run_1/wires.png
Bar = 20 um.
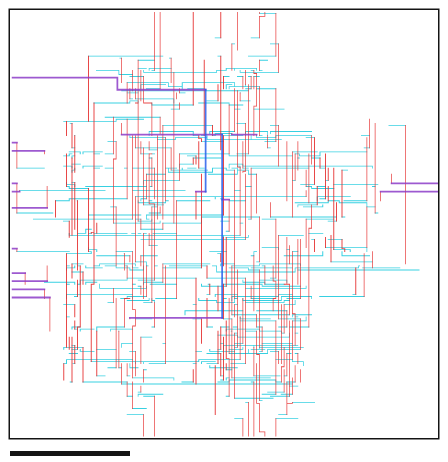
run_1/io_placement.png
Pins as bars across the die edge, other pins in gray.
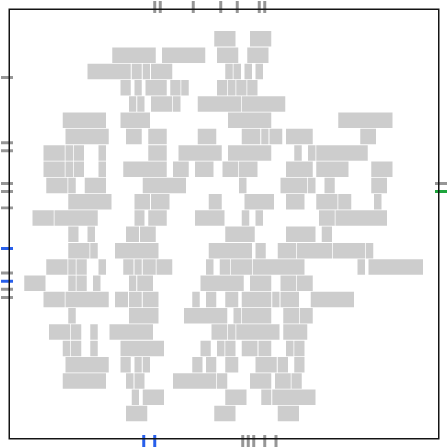
run_1/congestion.png
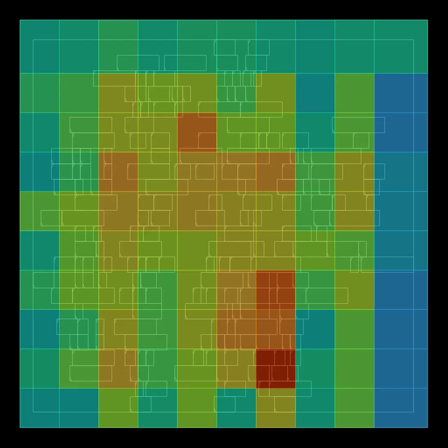
### src/rtl/pakout_ser.sv
// rtl/pakout_ser.sv - message-to-packet serializer with 4-phase handshakes on both sides
`timescale 1ns/1ps

`ifndef NS_PACKET_SIZE
`define NS_PACKET_SIZE 4
`endif
`ifndef NS_ADDRESS_SIZE
`define NS_ADDRESS_SIZE 4
`endif
`ifndef NS_DATA_SIZE
`define NS_DATA_SIZE 4
`endif
`ifndef NS_REDUN_SIZE
`define NS_REDUN_SIZE 4
`endif

module pakout_ser #(
  parameter int PSZ = `NS_PACKET_SIZE,
  parameter int ASZ = `NS_ADDRESS_SIZE,
  parameter int DSZ = `NS_DATA_SIZE,
  parameter int RSZ = `NS_REDUN_SIZE
) (
  input  logic           i_clk,
  input  logic           reset,
  input  logic [ASZ-1:0] i_msg_src,
  input  logic [ASZ-1:0] i_msg_dst,
  input  logic [DSZ-1:0] i_msg_dat,
  input  logic [RSZ-1:0] i_msg_red,
  input  logic           i_msg_req,
  output logic           o_msg_ack,
  output logic [PSZ-1:0] o_pak_dat,
  output logic           o_pak_req,
  input  logic           i_pak_ack,
  output logic           o_busy
);

  localparam int MSZ = 2*ASZ + DSZ + RSZ;
  localparam int NP  = (MSZ + PSZ - 1) / PSZ;
  localparam int MWP = NP * PSZ;
  localparam int IW  = $clog2(NP + 1);

  typedef enum logic [2:0] {IDLE, MSG_REL, PAK_WAIT, PAK_REQ, PAK_REL} state_t;

  state_t         state_q, state_d;
  logic [MWP-1:0] msg_q, msg_d;
  logic [IW-1:0]  idx_q, idx_d;
  logic           ack_q, ack_d;
  logic           req_q, req_d;
  logic [PSZ-1:0] dat_q, dat_d;
  logic           busy_q, busy_d;
  logic [PSZ-1:0] cur_pkt;

  // Message word is zero-padded to a whole number of packets; slice 0 goes first.
  always_comb begin
    cur_pkt = '0;
    for (int k = 0; k < NP; k++) begin
      if (idx_q == IW'(k)) cur_pkt = msg_q[k*PSZ +: PSZ];
    end
  end

  always_comb begin
    state_d = state_q;
    msg_d   = msg_q;
    idx_d   = idx_q;
    ack_d   = ack_q;
    req_d   = req_q;
    dat_d   = dat_q;
    busy_d  = busy_q;
    case (state_q)
      IDLE: begin
        if (i_msg_req) begin
          msg_d   = MWP'({i_msg_red, i_msg_dat, i_msg_dst, i_msg_src});
          ack_d   = 1'b1;
          busy_d  = 1'b1;
          state_d = MSG_REL;
        end
      end
      MSG_REL: begin
        if (!i_msg_req) begin
          ack_d   = 1'b0;
          idx_d   = '0;
          state_d = PAK_WAIT;
        end
      end
      PAK_WAIT: begin
        // A stale ack from the previous packet must drop before a new request.
        if (!i_pak_ack) begin
          dat_d   = cur_pkt;
          req_d   = 1'b1;
          state_d = PAK_REQ;
        end
      end
      PAK_REQ: begin
        if (i_pak_ack) begin
          req_d   = 1'b0;
          state_d = PAK_REL;
        end
      end
      PAK_REL: begin
        if (!i_pak_ack) begin
          if (idx_q == IW'(NP - 1)) begin
            busy_d  = 1'b0;
            state_d = IDLE;
          end else begin
            idx_d   = idx_q + 1'b1;
            state_d = PAK_WAIT;
          end
        end
      end
      default: state_d = IDLE;
    endcase
  end

  always_ff @(posedge i_clk) begin
    if (reset) begin
      state_q <= IDLE;
      msg_q   <= '0;
      idx_q   <= '0;
      ack_q   <= 1'b0;
      req_q   <= 1'b0;
      dat_q   <= '0;
      busy_q  <= 1'b0;
    end else begin
      state_q <= state_d;
      msg_q   <= msg_d;
      idx_q   <= idx_d;
      ack_q   <= ack_d;
      req_q   <= req_d;
      dat_q   <= dat_d;
      busy_q  <= busy_d;
    end
  end

  assign o_msg_ack = ack_q;
  assign o_pak_req = req_q;
  assign o_pak_dat = dat_q;
  assign o_busy    = busy_q;

endmodule

### config.mk
export PLATFORM = sky130hd
export DESIGN_NAME = pakout_ser
export DESIGN_NICKNAME = d
export VERILOG_FILES = /design/src/rtl/pakout_ser.sv
export SDC_FILE = /design/constraint.sdc
export NUM_CORES = 1
export LEC_CHECK = 0
export CORE_MARGIN = 2
export CORE_UTILIZATION = 30
export DETAILED_ROUTE_END_ITERATION = 7
export GPL_TIMING_DRIVEN = 0
export MAX_ROUTING_LAYER = met4
export PLACE_DENSITY = 0.56
export SLEW_MARGIN = 10
export SYNTH_ARGS = -nofsm -noshare
export SYNTH_HDL_FRONTEND = slang
export SYNTH_SLANG_ARGS = --single-unit
### constraint.sdc
create_clock -name i_clk -period 1.8 [get_ports i_clk]
set_input_delay 0.18 -clock i_clk [delete_from_list [all_inputs] [get_ports i_clk]]
set_output_delay 0.18 -clock i_clk [all_outputs]
set_load 0.05 [all_outputs]
==> impl_metrics.csv, run 1 <==
group,metric,value,unit
synth,synthXorXnorAreaFrac,0,%
final_timing,hold_violations,0,
finish,areaGrowthSynthToFinish,35.47,%
grt,grt_pass1_vias,1212,
power_and_ir_drop,p_int,1085,uW
synth,simple_gate_area_share,25.39,%
power_and_ir_drop,vdd_drop_max,0.3777,mV
die,die.size.y,71.46,um
grt,track_usage,14.31,%
synth,netlist_area,1365,um2
route,wl_per_cell,13.50,um
critical_path,path_max_fanout,3,
die,core_region_area,4354,um2
route,ant_nets,0,
clocking,cts_resized,4,
die,rows,24,
finish,nets,220,
synth,syn_inst,162,
critical_path,endpoint_kind,"flop",
final_timing,min_period,1764,ps
synth,ys_cells,162,
die,dieArea,5106,um2
grt,grt_max_degree,19,
clocking,clock_sinks,29,
final_timing,fin_crit_sh,98.01,%
route,drt-total-wl,3335,um
clocking,clock.latency.late_pin,280,ps
final_timing,tns,0,ps
synth,ys_sh_adder,4.583,%
power_and_ir_drop,power_frac_seq,47.7,%
job,cap_violations,0,
critical_path,crit_arrival,1930,ps
power_and_ir_drop,p_leak,0.0006695,uW
status,status,"completed",
clocking,postCtsHoldBufs,0,
final_timing,setup_viol,0,
finish,nFillCells,438,
grt,grt_pass1_wl,5492,um
clocking,h-tree-depth,2,
finish,lay_top_count,"nand2_1",
synth,logic_family,"simple AND/OR/NAND/NOR gates",
route,firstDrtPassIters,4,
final_timing,fin_ws,35.85,ps
power_and_ir_drop,switching_share,25.93,%
power_and_ir_drop,p_sw,379.8,uW
final_timing,worst_pin_slew,510.0,ps
synth,yosys_area,1365,um2
final_timing,slew_headroom,65.89,%
finish,layout_top_cells,"nand2_1, dfxtp_1, clkdlybuf4s50_1",
final_timing,rsz0062_at_grt,"false",
final_timing,fmaxAchievable,0.5668,GHz
finish,diodes,0,
place,portBuffers,25,
grt,antenna_found_initial,0,
place,hpwl,2463,um
route,route.detailed.drc,0,
route,via_per_inst,4.931,
route,drt_iter0_drc,53,
power_and_ir_drop,power_frac_comb,15.6,%
hold_path,min_path_type,"in -> reg",
clocking,cts_buffers,5,
final_timing,clock_skew,5.925,ps
synth,fp_nets,187,
synth,synthMuxAreaShare,3.116,%
die,io_pins,27,
synth,ys.flops,29,
place,place_congestion,0.7556,
critical_path,required,1960,ps
die,die_w,71.46,um
final_timing,hold-worst-slack,377.2,ps
finish,layout-drive-gt1-share,13.33,%
route,vias,1218,
job,warnings,30,
synth,ys_seq_share,42.53,%
place,dp_slack,-310.3,ps
clocking,clk_pin_slew,60,ps
## Picture notes: wires.png
[blue] metal 4 | wire length: 47.6 um
[cyan] metal 1 | wire length: 1,550 um
[red] metal 2 | wire length: 1,610 um
[purple] metal 3 | wire length: 124 um

## Picture notes: io_placement.png
[blue] i_msg_red | pins: 4 | direction: input | edge: 2 left, 2 bottom
[green] reset | pins: 1 | direction: input | edge: right

## Picture notes: congestion.png
busiest layer in global routing: met2
Layout Utilization: 42.47%

-- run 1: path summary, 6_finish.rpt --
check / to / cells past startpoint / slack (ps) / startpoint
max: idx_q[0] / 5 / 40 / idx_q[1]
min: o_pak_dat[0] / 2 / 380 / reset
max reg2reg: idx_q[0] / 5 / 40 / idx_q[1]
min reg2reg: msg_q[8] / 2 / 460 / msg_q[8]
-- run 1: stage by stage --
stage	utilization (%)	power [uW]	instances	area (um2)
2_1_floorplan	-	849.3	162	1410
3_3_place_gp	39.63	932.1	239	1725
3_5_place_dp	39.63	939.2	239	1725
4_1_cts	42.10	1471	247	1833
5_1_grt	42.47	1535	247	1849
6_report	42.47	1465	247	1849
-- run 1: power groups by stage --
stage / sequential [uW] / combinational (uW) / clock, uW
after floorplan: 736 / 113 / 0
after global placement: 713 / 219 / 0
after detailed placement: 715 / 224 / 0
after CTS: 698 / 227 / 546
after global routing: 703 / 253 / 578
final: 699 / 229 / 537
-- run 1: synthesized netlist by cell type --
| library cell | n | area [um2] |
|---|---|---|
| o21bai_1 | 1 | 7.510 |
| nand2b_1 | 6 | 37.54 |
| a21oi_2 | 1 | 8.760 |
| inv_1 | 5 | 18.77 |
| nor4b_1 | 1 | 8.760 |
| nor3b_1 | 1 | 7.510 |
| buf_2 | 2 | 10.01 |
| a221oi_1 | 4 | 35.03 |
| buf_4 | 1 | 7.510 |
| or4b_1 | 3 | 30.03 |
| nand3b_1 | 4 | 30.03 |
| or2_2 | 1 | 6.260 |
| nor4b_2 | 1 | 15.01 |
| o21a_1 | 1 | 7.510 |
| o31ai_1 | 1 | 7.510 |
| clkbuf_1 | 8 | 30.03 |
| dfxtp_1 | 29 | 580.6 |
| o41ai_1 | 4 | 35.03 |
| mux2i_1 | 2 | 20.02 |
| ha_1 | 5 | 62.56 |
| nor2b_1 | 3 | 18.77 |
| or3b_2 | 1 | 8.760 |
| a21oi_1 | 20 | 100.1 |
| o21ai_0 | 5 | 25.02 |
| a31oi_1 | 1 | 6.260 |
| a22oi_1 | 4 | 30.03 |
| or3b_1 | 1 | 8.760 |
| or3b_4 | 1 | 11.26 |
| mux2_2 | 2 | 22.52 |
| nor2_1 | 3 | 11.26 |
| nand2_1 | 34 | 127.6 |
| nor3_1 | 5 | 25.02 |
| buf_1 | 1 | 3.750 |
-- run 1: per-layer routing --
layer	share of wire [%]	track usage (%)	wire, um	vias to the layer above
li1	-	-	-	632
met1	47	16.94	1551	563
met2	48	22.74	1612	18
met3	3.7	4.501	123	5
met4	1.4	5.451	47	0
met5	0	-	0	-
-- run 1: critical path, stage by stage, from the launching register on --
cell     delay, ps
dfxtp_4        350
ha_4           160
ha_4           150
or4b_4         490
a21oi_4        190
mux2_4         310
-- run 1: layout make-up --
cell class / instances / share of cell area [%]
Sequential cell: 29 / 31.80
Timing Repair Buffer: 29 / 15.16
Buffer: 9 / 2.165
Tap cell: 52 / 3.518
Clock buffer: 7 / 4.668
Multi-Input combinational cell: 116 / 41.68
Inverter: 5 / 1.015
-- run 1: sequential cells by signal, summed over array words and instances, names as in the netlist --
register and flops:
o_pak_req 1, idx_q 3, state_q 3, msg_q 16, o_pak_dat 4, o_msg_ack 1
o_busy 1
run_1/clk_routes.png
Bar = 20 um.
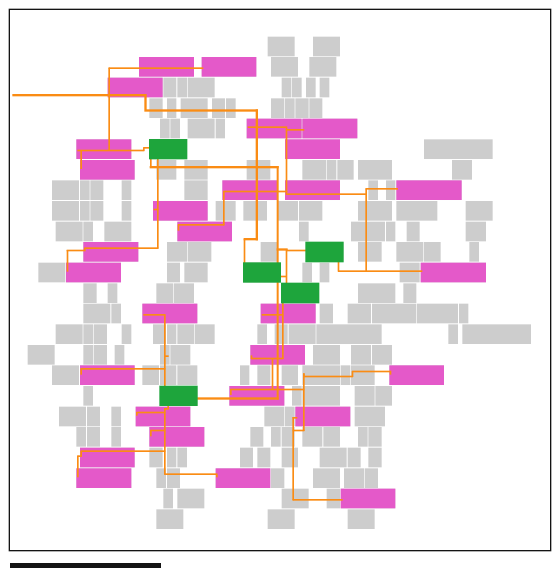

==> inputs of run 2 (changes only) <==
clock period = 1.4 ns   (was 1.8 ns; I/O delays follow)
run_2/clk_routes.png
Bar = 20 um.
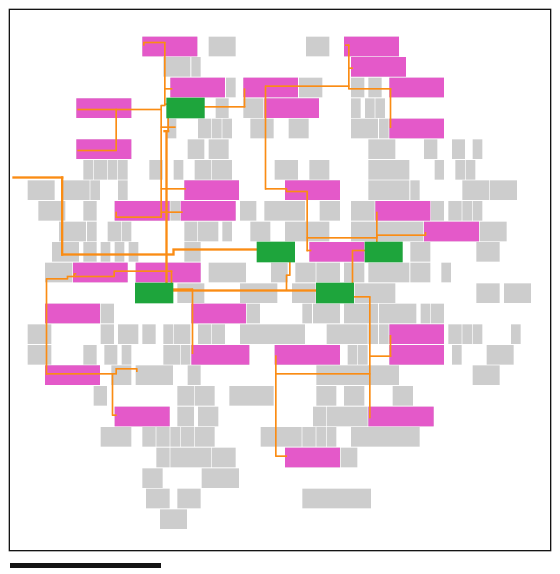
[green] clock drivers | count: 5
[orange] clock wires | length: 381 um
[magenta] flip-flops | count: 29
routed clock nets: 6
Clock Latency Late Sink: 270 ps
Final Skew: 6.560 ps
clk pwr: 886 uW
clock power share: 42.0%

==> run 2 against run 1 <==
Compared with the run above:
- largest cell class unchanged
- combinational power is 41% higher
- the run now ends with setup timing left
- setup slack worse by 400 ps
- count of clock-buffer cells in the layout stayed put
- largest power group unchanged
==> impl_metrics.csv, run 2 <==
group,metric,value,unit
synth,ys.flops,29,
final_timing,fin_ws,-366.0,ps
grt,grt_max_degree,11,
finish,largest-register,"msg_q",
route,met1_length,1552,um
clocking,clock_sinks,29,
clocking,clk_pin_slew,60,ps
synth,yosys-top-cells-area,"dfxtp_1, nand2_1, a21oi_1",
die,die_w,71.46,um
critical_path,rr_worst_depth,5,
place,hpwl,2487,um
final_timing,fin_crit_sh,126.1,%
die,fp_util,31.35,%
synth,syn_inst,162,
synth,ys_cells,162,
clocking,cts-root-buf,"clkbuf_8",
die,rows,24,
critical_path,path_max_fanout,3,
synth,fp_nets,187,
power_and_ir_drop,p_leak,0.0007730,uW
finish,nets,223,
critical_path,worstSetupPathType,"reg -> reg",
job,warnings,32,
finish,largest_register_ffs,16,
synth,top_cell,"nand2_1",
place,place_congestion,0.7606,
clocking,cts_tree,"done",
critical_path,required,1560,ps
die,dieArea,5106,um2
route,met2_length,1667,um
final_timing,hold-worst-slack,331.9,ps
synth,netlist_area,1365,um2
status,failed_checks,"setup timing",
grt,grt-ovfl-total,0,
synth,top_area_share,42.53,%
route,ant_nets,0,
critical_path,crit_arrival,1920,ps
synth,synth_top_flop_cell,"dfxtp_1",
critical_path,timing.rr.end,"idx_q[0]",
clocking,cts_buffers,5,
grt,grt_pass1_vias,1253,
job,cap_violations,0,
synth,synth_area_leader_cell,"dfxtp_1",
finish,nFillCells,418,
critical_path,cp_cell_sequence,"ha_4 > ha_4 > or4b_4 > a21oi_4 > mux2_4",
final_timing,hold_violations,0,
final_timing,setup_viol,7,
critical_path,cp-endpoint,"idx_q[0]",
final_timing,fmaxAchievable,0.5663,GHz
finish,lay_top_count,"nand2_1",
synth,synth_warnings,0,
status,status,"finished, violations left",
clocking,clock_path_buffers,2,
hold_path,min_path_type,"in -> reg",
grt,antenna_found_initial,0,
route,dr_wl_met3,189,um
clocking,postCtsHoldBufs,0,
route,drt_iter0_drc,45,
synth,avgSynthCellArea,8.426,um2
grt,track_usage,14.61,%
grt,grt_pass1_wl,5761,um
route,vias,1258,
critical_path,crit_start,"idx_q[1]",
power_and_ir_drop,power.density,1065,nW/um2
die,die.size.y,71.46,um
final_timing,min_period,1766,ps
critical_path,critPathMaxStageDelay,490,ps
finish,diodes,0,
route,top_layer,"met4",
finish,layout-drive-gt1-share,22.61,%
route,firstDrtPassIters,4,
finish,areaGrowthSynthToFinish,45.28,%
critical_path,r2r_start,"idx_q[1]",
critical_path,slowest_stage,"or4b_4",
synth,ys_seq_share,42.53,%
clocking,h-tree-depth,2,
synth,yosys_area,1365,um2
synth,synth-async-reset-ratio,0,%
hold_path,whs_path_depth,2,
synth,common_cells,"nand2_1, dfxtp_1, a21oi_1",
die,core_region_area,4354,um2
critical_path,crit_path_start_kind,"flop",
die,io_pins,27,
critical_path,r2r_setup_slack,-370,ps
power_and_ir_drop,vdd_drop_max,0.5946,mV
critical_path,endpoint_kind,"flop",
final_timing,rsz0062_at_grt,"true",
route,route.detailed.drc,0,
route,via_per_inst,5.012,
place,portBuffers,25,
final_timing,slew_headroom,67.44,%
route,drt-total-wl,3440,um
route,wl_per_cell,13.71,um
synth,edf_count,0,
final_timing,drv_slew,0,
critical_path,path_common_cell,"ha_4",
synth,synth_cell_types,33,
finish,layout_top_cells,"nand2_1, dfxtp_1, a21oi_1",
final_timing,worst_pin_slew,490.3,ps
run_2/flops_by_reg.png
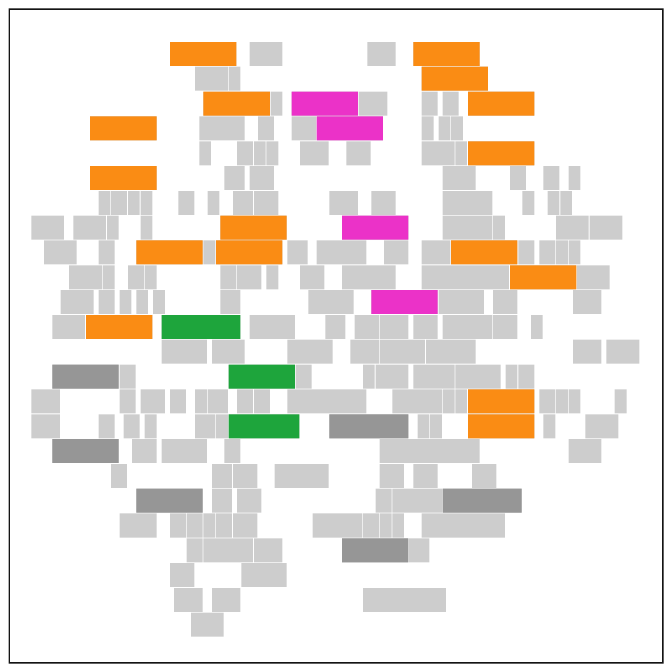
[orange] msg_q | sequential cells: 16
[magenta] o_pak_dat | sequential cells: 4 | where: top middle
[green] state_q | sequential cells: 3
not colored: 6
Seq area share: 29.91%
Layout Utilization: 45.55%

==> run 2: cell types whose count changed in the layout (fill, tap and decap cells not counted), moves of 2 or more <==
| cell | change |
|---|---|
| a221oi_1 | -4 |
| dfxtp_1 | -2 |
| ha_2 | +2 |
| clkdlybuf4s50_1 | -8 |
| a221oi_2 | +3 |
| ha_1 | -2 |
| dlygate4sd2_1 | +8 |
| buf_4 | +4 |
==> run 2: cells by family after synthesis <==
group | after synthesis | synth area share [%]
flops | 29 | 42.53
mux | 4 | 3.116
buf+inv | 17 | 5.133
compound gates | 42 | 19.25
fa+ha+maj | 5 | 4.583
simple gates | 65 | 25.39
==> run 2: cell type report <==
type | count | area, um2 | share of cell area [%]
Multi-Input combinational cell | 116 | 842.1 | 42.46
Sequential cell | 29 | 593.1 | 29.91
Timing Repair Buffer | 32 | 292.8 | 14.76
Clock buffer | 7 | 86.33 | 4.353
Tap cell | 52 | 65.06 | 3.281
Buffer | 9 | 55.05 | 2.776
Clock inverter | 1 | 30.03 | 1.514
Inverter | 5 | 18.77 | 0.9464
==> run 2: critical path: cells and delay by family (launching register included) <==
kind / cells / cell delay [ps]
muxes: 1 / 310
DFF: 1 / 350
AOI/OAI and AO/OA: 1 / 190
and+or+nand+nor: 1 / 490
adders and majority gates: 2 / 310
==> run 2: worst min path at each step <==
stage | start | to | slack (ps)
floorplan | i_msg_dat[2] | msg_q[10] | 280
global placement | msg_q[9] | msg_q[9] | 450
detailed placement | msg_q[11] | msg_q[11] | 450
CTS | reset | o_pak_dat[0] | 330
global route | reset | o_pak_dat[0] | 380
finish | reset | o_pak_dat[0] | 330
==> run 2: repair_timing <==
| action | 4_1_cts | 5_1_grt |
|---|---|---|
| resized | 22 | 10 |
| endpoints found under the setup margin | 32 | 26 |
| setup buffers | 7 | 1 |
| pin swaps | 4 | 2 |
==> run 2: routing by layer <==
| layer | global-route usage (%) | up-vias |
|---|---|---|
| met5 | - | - |
| met4 | 4.403 | 0 |
| met3 | 3.657 | 4 |
| met2 | 23.97 | 27 |
| met1 | 17.71 | 588 |
| li1 | - | 639 |
==> run 2: metrics by stage <==
stage                     power [uW]  std cells  TNS, ps  cell area (um2)  setup slack, ps
after global routing            2204        251    -1918             1983           -394.9
after detailed placement        1230        239   -12020             1770           -617.8
after global placement          1220        239   -10620             1770           -587.0
final                           2112        251    -1452             1983           -366.0
after floorplan                 1110        162    -1624             1455           -514.0
after CTS                       2131        252    -2229             1961           -360.7
==> run 2: report_power, final <==
group | switching [uW] | internal, uW
Combinational | 169 | 155
Clock | 307 | 579
Sequential | 32.9 | 869
Total | 509 | 1600
run_2/wires.png
Bar = 20 um.
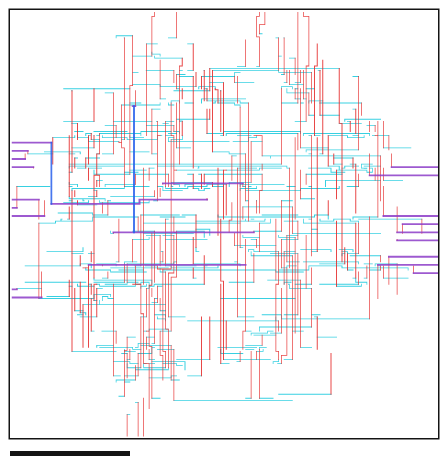

==> inputs of run 3 (changes only) <==
SKIP_CTS_REPAIR_TIMING = 1   (was default)
run_3/wires.png
Bar = 20 um.
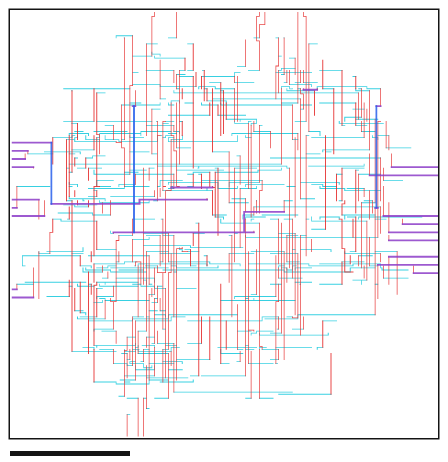
[purple] metal 3 | wire length: 171 um
[blue] metal 4 | wire length: 48.3 um
[red] metal 2 | wire length: 1,730 um
[cyan] metal 1 | wire length: 1,590 um
vias after detailed routing: 1,281
wire per inst: 14.10 um
final WL: 3539 um
GRT Total Usage: 14.19%

==> run 3 against run 2 <==
Compared with the run above:
- the run still ends with setup timing left
- count of clock-buffer cells in the layout unchanged
- non-clock buffer count is the same
- cell area is 7.3% higher
- final cell count is the same
- sequential share of layout area is 2.1 points lower
- critical path type unchanged
- largest power group unchanged
==> impl_metrics.csv, run 3 <==
group,metric,value,unit
status,status,"finished, violations left",
status,failed_checks,"setup timing",
synth,synth_area_leader_cell,"dfxtp_1",
synth,ys_cells,162,
final_timing,clock_skew,7.620,ps
finish,comb_area,939.7,um2
critical_path,endpoint_kind,"flop",
synth,ys_seq_share,42.53,%
route,via_per_inst,5.104,
synth,edf_count,0,
critical_path,path_max_fanout,3,
final_timing,hold_violations,0,
clocking,cts-root-buf,"clkbuf_8",
finish,areaGrowthSynthToFinish,55.82,%
critical_path,required,1560,ps
die,core_region_area,4354,um2
hold_path,worstHoldStart,"i_msg_req",
grt,grt-ovfl-total,0,
final_timing,min_period,1779,ps
clocking,clock_path_buffers,2,
place,place_congestion,0.7606,
route,firstDrtPassIters,4,
critical_path,worstSetupPathType,"reg -> reg",
synth,common_cells,"nand2_1, dfxtp_1, a21oi_1",
job,warnings,31,
synth,synth_top_flop_cell,"dfxtp_1",
die,dieArea,5106,um2
final_timing,setup_viol,23,
power_and_ir_drop,vdd_drop_max,0.6185,mV
synth,syn_inst,162,
synth,top_area_share,42.53,%
finish,regArea,591.8,um2
finish,diodes,0,
hold_path,whs_path_depth,3,
synth,yosys-top-cells-area,"dfxtp_1, nand2_1, a21oi_1",
final_timing,fmaxAchievable,0.5621,GHz
final_timing,rsz0062_at_grt,"true",
finish,lay_top_count,"dfxtp_1",
final_timing,drv_slew,0,
synth,netlist_area,1365,um2
route,ant_nets,0,
grt,grt_max_degree,11,
clocking,clk_pin_slew,60,ps
job,cap_violations,0,
grt,antenna_found_initial,0,
critical_path,rr_worst_depth,5,
die,die_w,71.46,um
finish,layout-drive-gt1-share,31.66,%
route,drt_iter0_drc,29,
hold_path,min_path_type,"in -> reg",
synth,synth-async-reset-ratio,0,%
finish,layout_top_cells,"dfxtp_1, nand2_1, clkdlybuf4s50_1",
critical_path,crit_path_start_kind,"flop",
power_and_ir_drop,power.density,1021,nW/um2
die,io_pins,27,
route,route.detailed.drc,0,
die,die.size.y,71.46,um
grt,grt_pass1_wl,5575,um
final_timing,fin_crit_sh,127.1,%
die,rows,24,
final_timing,fin_ws,-379.2,ps
synth,avgSynthCellArea,8.426,um2
synth,yosys_area,1365,um2
final_timing,worst_pin_slew,656.8,ps
finish,nFillCells,412,
synth,synth_warnings,0,
finish,nets,223,
final_timing,slew_headroom,56.21,%
clocking,cts_buffers,5,
critical_path,critPathMaxStageDelay,490,ps
power_and_ir_drop,p_leak,0.0009191,uW
clocking,h-tree-depth,2,
grt,grt_pass1_vias,1216,
place,portBuffers,25,
critical_path,path_common_cell,"ha_4",
finish,largest_register_ffs,16,
synth,synth_cell_types,33,
synth,top_cell,"nand2_1",
critical_path,r2r_setup_slack,-380,ps
place,hpwl,2487,um
clocking,clock.latency.late_pin,270,ps
final_timing,tns,-2059,ps
critical_path,crit_start,"idx_q[1]",
synth,ys.flops,29,
synth,fp_nets,187,
clocking,cts_tree,"done",
clocking,clock_sinks,29,
critical_path,r2r_start,"idx_q[1]",
critical_path,slowest_stage,"or4b_4",
finish,largest-register,"msg_q",
critical_path,cp_cell_sequence,"ha_4 > ha_4 > or4b_4 > a21oi_4 > mux2_4",
critical_path,crit_arrival,1940,ps
die,fp_util,31.35,%
run_3/congestion.png
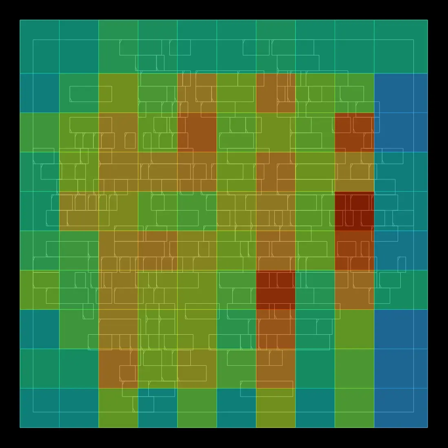
met1 Use GR: 17.38%
Layout Utilization: 48.85%
GR Util met2: 22.94%

run 3: cell counts after synthesis:
Identical to the previous run, type by type.
run 3: kinds of logic after synthesis:
family	Yosys count	share of synthesized area, %
AOI/OAI and AO/OA	42	19.25
adders and majority gates	5	4.583
buffers and inverters	17	5.133
muxes	4	3.116
DFF	29	42.53
and+or+nand+nor	65	25.39
run 3: layer usage:
metal | global-route usage (%) | wire length [um]
met1 | 17.38 | 1589
met2 | 22.94 | 1730
met3 | 3.657 | 171
met4 | 4.403 | 48
met5 | - | 0
run 3: worst paths after layout:
kind	endpoint
max	idx_q[0]
min	o_msg_ack
max reg2reg	idx_q[0]
min reg2reg	msg_q[9]
run 3: cell type report:
cell class              count  area share [%]
clock buffers               7           4.059
flip-flops and latches     29           27.82
inverters                   5          0.8824
plain buffers              10           3.176
well taps                  52           3.059
clock inverters             1           1.412
multi-input cells         116           44.18
repair buffers             31           15.41
run 3: per-stage QoR:
stage / setup WS (ps) / area, um2 / hold slack (ps) / total power [uW] / instances
after CTS: -612.4 / 1887 / 327.8 / 2119 / 247
after detailed placement: -617.8 / 1770 / 451.2 / 1230 / 239
final: -379.2 / 2127 / 280.8 / 2171 / 251
after global routing: -402.7 / 2127 / 314.2 / 2259 / 251
after floorplan: -514.0 / 1455 / 276.0 / 1110 / 162
after global placement: -587.0 / 1770 / 446.0 / 1220 / 239
run 3: where the power goes:
| group | total (uW) | switching [uW] | internal (uW) |
|---|---|---|---|
| registers | 911 | 42.2 | 868 |
| logic | 376 | 191 | 186 |
| clock network | 884 | 305 | 579 |
| total | 2170 | 538 | 1630 |
run 3: worst max-delay path: cells and delay by family, from the launching register on:
family	cells	cell delay, ps
AND/OR/NAND/NOR	1	490
flip-flops	1	350
adder cells (fa/ha/maj)	2	320
multiplexers	1	310
AND-OR/OR-AND	1	190
Power figures rest on the tool's default switching activity, not on a simulated workload.
